Gate-type map:
Drawn at 6 px/um.
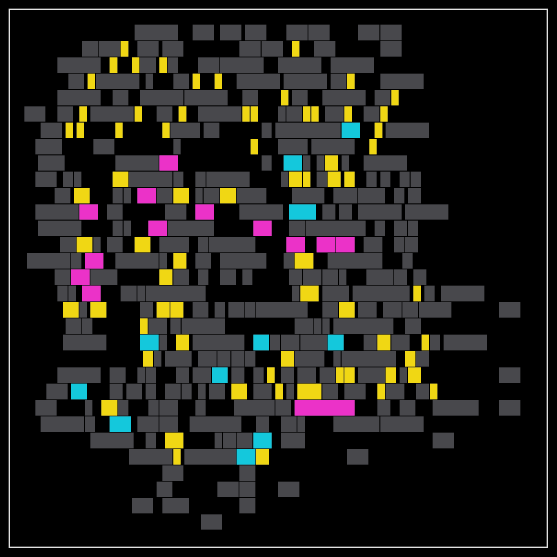
Close-up of the layout:
Region (30, 48) to (60, 78) um. Cells in grey, sequential cells in the stronger grey; small squares are vias.
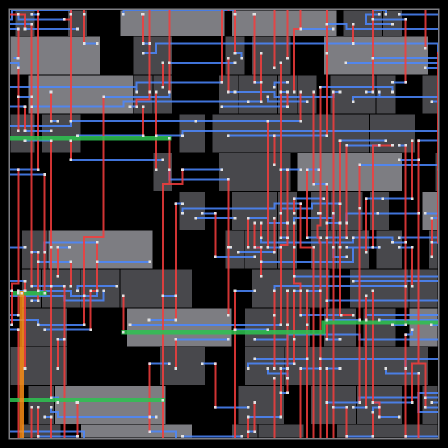
Wiring by layer:
Drawn at 4 px/um. Only two layers are drawn.
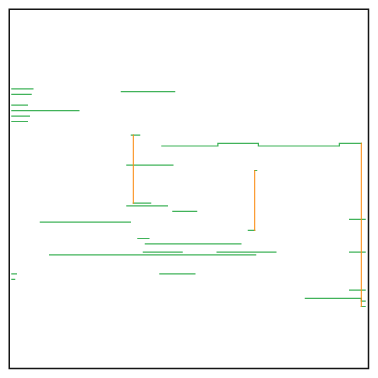
Congestion heat map:
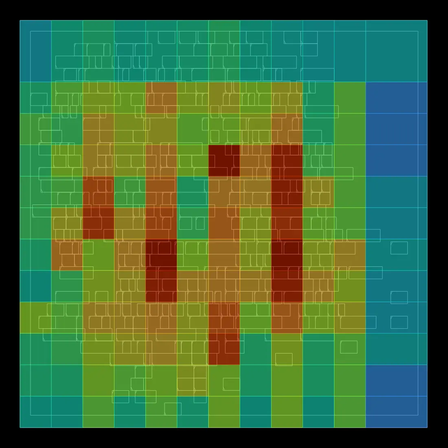
Met1 routing:
Drawn at 4 px/um. Supply wires on this layer in grey.
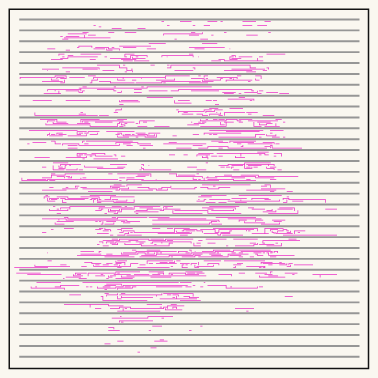
Design imem_loader, sky130hd; sources not shown.
==> results.toml <==
# yosys + openroad results
[die]
coreArea_mm2 = 0.00718
die_h_um = 89.4
die_w_um = 89.4
fp_util = 0.356
die_area_mm2 = 0.00800
rows = 31
ios = 36

[run_status]
violations = "setup timing"
status = "finished with violations"

[synth]
syn_inst = 305
ys_cells = 305
ys_ff = 45
ys_sh_aoi = 0.287
synth.cellmix.adderShare = 0.0343
synth_warnings = 0
edf_count = 0
muxShareOfSynthArea = 0.00392
synth_largest_type_area_fraction = 0.353
postSynthSeqShare = 0.353
ys_top_logic_family = "AND-OR/OR-AND gates"
avgSynthCellArea_um2 = 8.37
syn-num-nets = 324
synth.area.top_cells = "dfxtp_1 (35%), a21boi_0 (8.5%), o21ai_0 (5.5%), nand2_1 (5.4%), xor2_1 (4.1%)"

[worst_hold_path]
min_path_type = "primary input to flip-flop"
min_path_cells = 3

[clock_tree]
numCtsBuffers = 5
cts_num_sinks = 45
htree_levels = 2
max-clock-path-buffers = 2
cts.reportedPaths.clkPinSlew_ns = 0.09

[power_and_ir_drop]
p_per_area_mw_per_mm2 = 1110
total_power_mw = 3.76

[critical_path]
startpoint_type = "flip-flop"
cp.arrival_ns = 2.06
r2r_cells = 7

[place]
place_ws_ns = -0.433
portBuffers = 33
gp_congestion = 0.835

[grt]
antenna_found_initial = 0
grt_start_max_net_pins = 16
first_global_vias = 2218
overflow = 0

[final_timing]
grt_setup_unrepaired = "yes"
fmaxAchievable_mhz = 547
setup_ws_ns = -0.0283
finalSetupViolCount = 4
finalClockSkew_ns = 0.00869
hold_viol_final = 0
fin_crit_ns = 1.83
slew_violations = 0

[flow_run]
warnings = 27

[drt]
drtIter0Drc = 124
routed-wl-met3_um = 304
drt-met1-wl_um = 2950
firstDrtPassIters = 4

[cells_and_area]
nets = 373
Notes on 'gate-type map' above:
| colour | family | cells | most used |
|---|---|---|---|
| yellow | NAND gates | 69 | nand2_1 |
| magenta | XOR/XNOR gates | 13 | xor2_1 |
| cyan | AND-OR and OR-AND gates | 11 | a31o_2 |
fin cells: 454
Comb/total area: 0.504

Notes on 'close-up of the layout' above:
| colour | layer |
|---|---|
| red | metal 2 |
| blue | metal 1 |
| orange | metal 4 |
| green | metal 3 |
most frequent: nand2_1 (11), dfxtp_1 (8), a21boi_0 (6)
sequential cells in the window: 9
cells with their middle in the window: 61

Notes on 'wiring by layer' above:
| colour | layer | wire length |
|---|---|---|
| orange | metal 4 | 72.8 um |
| green | metal 3 | 304 um |
per-cell routed wire length: 14.4 um
gr usage total: 0.164
via count: 2399
final WL: 6550 um

Notes on 'congestion heat map' above:
routing usage on met2: 0.265
met3 Usage GRT: 0.0332
post-layout util: 0.473
Most Crowded Layer GR: met2
GR Layer Usage met1: 0.209

Notes on 'met1 routing' above:
longest straight run: 23.9 um
main direction: horizontal
wire length on this layer: 2950 um
share of all routed wire: 45%

## cells in the final DEF (no fill, tap or decap), types with 3 or more instances in the layout
master and n:
nand2_1 37, dfxtp_1 37, clkdlybuf4s50_1 30, a21boi_0 29, o21ai_0 22, nor2_1 15, buf_4 12, nand3b_1 11
xor2_1 11, a21oi_1 10, inv_1 9, nand4_1 8, clkbuf_1 5, a21oi_2 5, nand3_1 5, or3_1 5
ha_1 5, clkbuf_8 5, nand2b_1 4, o21ai_2 4, o21ai_1 4, dfxtp_4 4, dfxtp_2 4, nor2b_1 3
and3_1 3, o22ai_1 3, nand4b_1 3, a31o_2 3, dlymetal6s2s_1 3
## area by class of cell
| cell class | instances | area (um2) |
|---|---|---|
| fill | 716 | 3780 |
| multi-input combinational | 236 | 1710 |
| sequential | 45 | 921 |
| timing repair buffer | 43 | 413 |
| tap | 99 | 124 |
| clock buffer | 5 | 68.8 |
| buffer | 11 | 60.1 |
| inverter | 12 | 52.6 |
| clock inverter | 3 | 43.8 |
## where the power goes
part	leakage [nW]	switching [mW]	total (mW)	internal [mW]
logic	0.754	0.945	1.72	0.771
clock network	0.0585	0.375	0.792	0.417
registers	0.369	0.121	1.26	1.13
total	1.18	1.44	3.76	2.32
## metrics by stage
stage                     cell area, um2   util
final                               3390  0.473
after global routing                3390  0.473
after CTS                           3120  0.435
after detailed placement            3010  0.419
after global placement              3010  0.419
after floorplan                     2550      -
## per-layer routing
metal | vias up | GRT usage
met5 | - | 0
met4 | 0 | 0.0773
met3 | 6 | 0.0332
met2 | 44 | 0.265
met1 | 1134 | 0.209
li1 | 1215 | -
## logic make-up after synthesis
logic type,after synthesis
multiplexers,1
adder cells (fa/ha/maj),7
AND-OR/OR-AND,103
buffers and inverters,24
XOR/XNOR,13
flip-flops,45
AND/OR/NAND/NOR,112
## worst max-delay path, stage by stage (launching register included)
cell       delay (ns)
dfxtp_2          0.37
inv_4            0.05
ha_4             0.22
a2111oi_4        0.39
buf_4            0.18
o2111ai_4        0.12
or3_1            0.37
o21ai_1          0.07
No activity file was given, so power comes from the tool's default toggle rates.
